**src/rtl/state_decoder_pkg.sv**
```systemverilog
// state_decoder_pkg: shared widths and 7-segment glyph constants.
// Segment order is {g,f,e,d,c,b,a}, bit0 = segment a, active-high (1 = lit).
package state_decoder_pkg;

  localparam int SEG_W = 7;

  typedef logic [SEG_W-1:0] seg7_t;

  localparam seg7_t GLYPH_0     = 7'h3F;
  localparam seg7_t GLYPH_1     = 7'h06;
  localparam seg7_t GLYPH_2     = 7'h5B;
  localparam seg7_t GLYPH_3     = 7'h4F;
  localparam seg7_t GLYPH_4     = 7'h66;
  localparam seg7_t GLYPH_5     = 7'h6D;
  localparam seg7_t GLYPH_DASH  = 7'h40;
  localparam seg7_t GLYPH_BLANK = 7'h00;

endpackage

```
**src/rtl/seg7_glyph_rom.sv**
```systemverilog
// seg7_glyph_rom: combinational state-code -> active-high glyph lookup.
// Ports:
//   code  in  3      state code
//   glyph out SEG_W  active-high glyph (dash for invalid codes)
//   valid out 1      code < NUM_STATES
// Codes that are legal (NUM_STATES 7 or 8) but have no digit glyph show a dash.
module seg7_glyph_rom
  import state_decoder_pkg::*;
#(
  parameter int NUM_STATES = 6
) (
  input  logic [2:0] code,
  output seg7_t      glyph,
  output logic       valid
);

  always_comb begin
    valid = (int'(code) < NUM_STATES);
    glyph = GLYPH_DASH;
    if (valid) begin
      case (code)
        3'd0:    glyph = GLYPH_0;
        3'd1:    glyph = GLYPH_1;
        3'd2:    glyph = GLYPH_2;
        3'd3:    glyph = GLYPH_3;
        3'd4:    glyph = GLYPH_4;
        3'd5:    glyph = GLYPH_5;
        default: glyph = GLYPH_DASH;
      endcase
    end
  end

endmodule

```
**src/rtl/state_decoder.sv**
```systemverilog
// state_decoder: registered 3-bit FSM state -> 7-segment debug display.
// Ports:
//   i_clk      in   1      clock, rising edge
//   i_rst      in   1      synchronous active-high reset
//   i_state    in   3      state code, sampled every cycle
//   o_7seg     out  SEG_W  segment drive {g,f,e,d,c,b,a}
//   o_err      out  1      displayed code invalid (sticky when compiled in)
//   o_changed  out  1      one-cycle pulse when the registered code changes
// Macro STATE_DECODER_STICKY_ERR_EN: when defined, o_err latches on the first
// invalid code and only clears on i_rst.
// Latency is one cycle for all outputs.
module state_decoder
  import state_decoder_pkg::*;
#(
  parameter bit ACTIVE_LOW = 1'b0,
  parameter int NUM_STATES = 6
) (
  input  logic       i_clk,
  input  logic       i_rst,
  input  logic [2:0] i_state,
  output seg7_t      o_7seg,
  output logic       o_err,
  output logic       o_changed
);

  // Applied to every pattern, including blank, so reset blanks both polarities.
  localparam seg7_t POL_MASK = ACTIVE_LOW ? {SEG_W{1'b1}} : {SEG_W{1'b0}};

  seg7_t      glyph;
  logic       valid;
  logic [2:0] prev_code;
  // Suppresses the change pulse on the first sample after reset, whatever it is.
  logic       primed;

  seg7_glyph_rom #(.NUM_STATES(NUM_STATES)) u_rom (
    .code  (i_state),
    .glyph (glyph),
    .valid (valid)
  );

  always_ff @(posedge i_clk) begin
    if (i_rst) begin
      o_7seg    <= GLYPH_BLANK ^ POL_MASK;
      o_err     <= 1'b0;
      o_changed <= 1'b0;
      prev_code <= 3'd0;
      primed    <= 1'b0;
    end else begin
      o_7seg    <= glyph ^ POL_MASK;
`ifdef STATE_DECODER_STICKY_ERR_EN
      o_err     <= o_err | ~valid;
`else
      o_err     <= ~valid;
`endif
      o_changed <= primed && (i_state != prev_code);
      prev_code <= i_state;
      primed    <= 1'b1;
    end
  end

endmodule

```
**config.mk**
```make
export PLATFORM = sky130hd
export DESIGN_NAME = state_decoder
export DESIGN_NICKNAME = d
export VERILOG_FILES = /design/src/rtl/state_decoder_pkg.sv /design/src/rtl/seg7_glyph_rom.sv /design/src/rtl/state_decoder.sv
export SDC_FILE = /design/constraint.sdc
export NUM_CORES = 1
export LEC_CHECK = 0
export ABC_AREA = 1
export CAP_MARGIN = 30
export CELL_PAD_IN_SITES_DETAIL_PLACEMENT = 0
export CELL_PAD_IN_SITES_GLOBAL_PLACEMENT = 1
export CORE_AREA = 3 3 40 42
export DETAILED_ROUTE_END_ITERATION = 8
export DIE_AREA = 0 0 43 45
export GPL_ROUTABILITY_DRIVEN = 0
export HOLD_SLACK_MARGIN = 0.02
export PLACE_DENSITY = 0.73
export SYNTH_ARGS = -nofsm -noshare
export SYNTH_HDL_FRONTEND = slang
export SYNTH_SLANG_ARGS = --single-unit
```
**constraint.sdc**
```tcl
create_clock -name i_clk -period 1.5 [get_ports i_clk]
set_input_delay 0.3 -clock i_clk [delete_from_list [all_inputs] [get_ports i_clk]]
set_output_delay 0.3 -clock i_clk [all_outputs]
set_load 0.02 [all_outputs]
```
==> results.sh, run 1 <==
# implementation run metrics
export IMPL_outcome="completed"
export IMPL_ir_drop_mv=0.476
export IMPL_fin_nets=70
export IMPL_holdPathStages=4
export IMPL_num_rows=13
export IMPL_num_fill_cells=151
export IMPL_place_inst=75
export IMPL_power_group_top="registers"
export IMPL_n_clock_buffer=3
export IMPL_drt_pass1_iter_count=3
export IMPL_tns_ns=0
export IMPL_crit_path_cell_trace="dlymetal6s2s_1"
export IMPL_logic_gates=25
export IMPL_hold_path_class="reg -> reg"
export IMPL_route_met3_wl_um=64
export IMPL_top_logic_kind="simple AND/OR/NAND/NOR gates"
export IMPL_cts_sinks=12
export IMPL_detail_route_antenna_nets=0
export IMPL_cts_buffers=3
export IMPL_p_total_uw=619
export IMPL_slew_headroom=0.843
export IMPL_h_tree_depth=1
export IMPL_slowest_stage="dfxtp_1"
export IMPL_grt_pass1_vias=305
export IMPL_clk_pin_slew_ns=0.07
export IMPL_regArea_sq_um=240
export IMPL_p_comb_frac=0.154
export IMPL_largest_register="o_7seg"
export IMPL_fin_crit_ns=1.09
export IMPL_wirelength_um=680
export IMPL_finalCritPeriodShare=0.728
export IMPL_top_layer_used="met4"
export IMPL_finalSetupViolations=0
export IMPL_r2r_end="o_changed"
export IMPL_worstPathRequired_ns=1.20
export IMPL_r2r_start="prev_code[2]"
export IMPL_p_switching_uw=145
export IMPL_netlist_instances=48
export IMPL_hpwl_um=511
export IMPL_crit_cells=1
export IMPL_sw_frac_of_total=0.234
export IMPL_reg_top3="o_7seg: 6 flops, prev_code: 3 flops"
export IMPL_powerSeq_uw=342
export IMPL_drc=0
export IMPL_setup_ws_ns=0.409
export IMPL_antenna_found_initial=0
export IMPL_clock_power_share=0.293
export IMPL_max_stage_delay_ns=0.31
export IMPL_ys_sh_simple=0.197
export IMPL_cp_buffers_inverters=1
export IMPL_worstSetupEndpointType="output port"
export IMPL_dieWidth_um=43
export IMPL_area_growth_pct=46.6
export IMPL_postSynth_asyncResetShare=0
export IMPL_largestClassByArea="flip-flops and latches"
export IMPL_fa_ha_area_frac=0
export IMPL_rsz0062_at_grt="no"
export IMPL_globalRouteMet1Util=0.107
export IMPL_common_cells="12 x dfxtp_1, 12 x nand2_1, 7 x inv_1, 5 x nor2_1"
export IMPL_initial_utilization=0.312
export IMPL_tool_warnings=26
export IMPL_die_height_um=45
export IMPL_crit_fanout=2
export IMPL_layout_nonclk_buf_frac=0.273
export IMPL_dominantRegCellSynth="dfxtp_1"
export IMPL_fmax_mhz=916
export IMPL_worstSetupStartpoint="o_7seg[3]"
export IMPL_ys_cells=48
export IMPL_coreArea_sq_um=1280
export IMPL_ys_seq_elements=12
export IMPL_gr_total_overflow=0
export IMPL_avgSynthCellArea_sq_um=8.34
export IMPL_cts_resized_gates=0
### The metal 3 layer, run 1

Scale: 12 px per um.
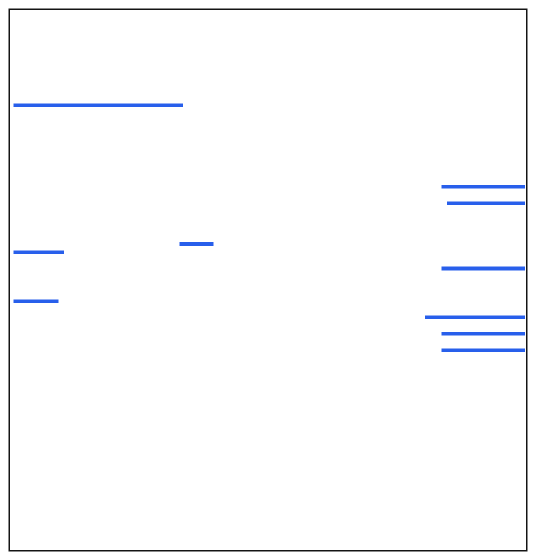
wire length on this layer: 64.6 um
nets with wire on the layer: 9
main direction: horizontal
longest straight run: 13.8 um
share of all routed wire: 9.5%

### Cell sizes after repair, run 1

Scale: 8 px per um.
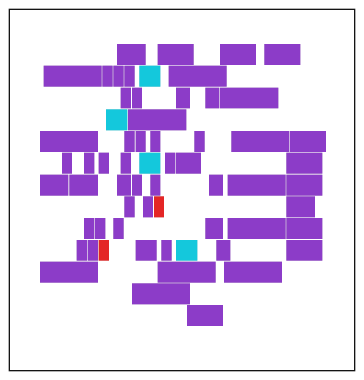
| colour | size | cells | share |
|---|---|---|---|
| red | drive 2 | 2 | 3.2% |
| purple | drive 1 or less | 57 | 90% |
| cyan | drive 3 to 4 | 4 | 6.3% |

### Placement by cell class, run 1

Scale: 8 px per um. Fill, decap, tap and diode cells in grey.
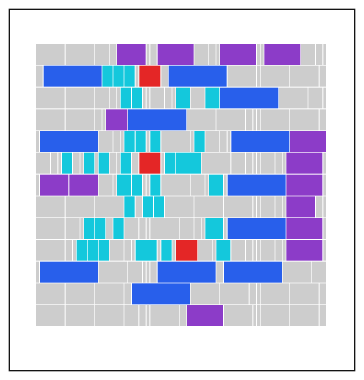
| colour | class | cells | share of their area |
|---|---|---|---|
| cyan | all other logic | 34 | 26% |
| red | cells driving clock nets | 3 | 4.0% |
| purple | other buffers and delay cells | 14 | 28% |
| blue | flip-flops | 12 | 42% |

### Congestion heat map, run 1

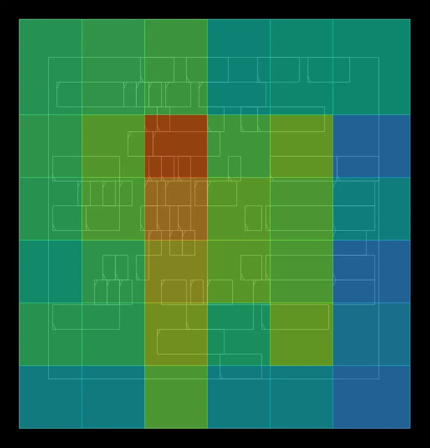

==> run 2, diff against run 1 <==
--- a/config.mk
+++ b/config.mk
@@ -9,12 +9,12 @@
 export CAP_MARGIN = 30
 export CELL_PAD_IN_SITES_DETAIL_PLACEMENT = 0
 export CELL_PAD_IN_SITES_GLOBAL_PLACEMENT = 1
-export CORE_AREA = 3 3 40 42
+export CORE_MARGIN = 3
+export CORE_UTILIZATION = 28
 export DETAILED_ROUTE_END_ITERATION = 8
-export DIE_AREA = 0 0 43 45
 export GPL_ROUTABILITY_DRIVEN = 0
 export HOLD_SLACK_MARGIN = 0.02
-export PLACE_DENSITY = 0.73
+export PLACE_DENSITY = 0.68
 export SYNTH_ARGS = -nofsm -noshare
 export SYNTH_HDL_FRONTEND = slang
 export SYNTH_SLANG_ARGS = --single-unit
==> constraint.sdc (replaced) <==
create_clock -name i_clk -period 1.05 [get_ports i_clk]
set_input_delay 0.21 -clock i_clk [delete_from_list [all_inputs] [get_ports i_clk]]
set_output_delay 0.21 -clock i_clk [all_outputs]
set_load 0.02 [all_outputs]
### Congestion heat map, run 2

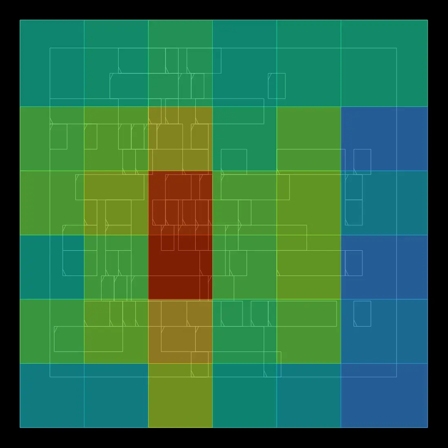
M2 GR Usage: 0.145
Final Core Density: 0.439
gr usage total: 0.0904
GRT Max-Usage Layer: met2
GR Util met3: 0.0373

==> run 2 against run 1 <==
Effect of this change: routed wire length is 9.6% higher; die area is 0.79% lower; setup slack worse by 0.31 ns; largest power group unchanged; cell count is 9.0% higher; global-route usage decreased by 0.14 points; highest routed layer unchanged.
==> results.sh, run 2 <==
# implementation run metrics
export IMPL_dieWidth_um=43.8
export IMPL_drt_pass1_iter_count=4
export IMPL_power_group_top="registers"
export IMPL_worstPathRequired_ns=0.84
export IMPL_h_tree_depth=1
export IMPL_cts_sinks=12
export IMPL_netlist_instances=48
export IMPL_globalRouteMet1Util=0.0982
export IMPL_crit_path_cell_trace="buf_2"
export IMPL_fin_nets=76
export IMPL_setup_ws_ns=0.0967
export IMPL_clock_power_share=0.366
export IMPL_dominantRegCellSynth="dfxtp_1"
export IMPL_tns_ns=0
export IMPL_gr_total_overflow=0
export IMPL_fin_crit_ns=0.953
export IMPL_ys_cells=48
export IMPL_slew_headroom=0.884
export IMPL_p_comb_frac=0.139
export IMPL_postSynth_asyncResetShare=0
export IMPL_sw_frac_of_total=0.238
export IMPL_ys_sh_simple=0.197
export IMPL_r2r_start="prev_code[2]"
export IMPL_r2r_end="o_changed"
export IMPL_clk_pin_slew_ns=0.07
export IMPL_top_logic_kind="simple AND/OR/NAND/NOR gates"
export IMPL_p_switching_uw=236
export IMPL_avgSynthCellArea_sq_um=8.34
export IMPL_worstSetupEndpointType="output port"
export IMPL_cp_buffers_inverters=1
export IMPL_crit_fanout=2
export IMPL_coreArea_sq_um=1320
export IMPL_rsz0062_at_grt="no"
export IMPL_num_rows=13
export IMPL_top_layer_used="met4"
export IMPL_slowest_stage="dfxtp_1"
export IMPL_ir_drop_mv=0.595
export IMPL_reg_top3="o_7seg: 6 flops, prev_code: 3 flops"
export IMPL_drc=0
export IMPL_worstSetupStartpoint="o_7seg[3]"
export IMPL_outcome="completed"
export IMPL_wirelength_um=745
No activity file was given, so power comes from the tool's default toggle rates.
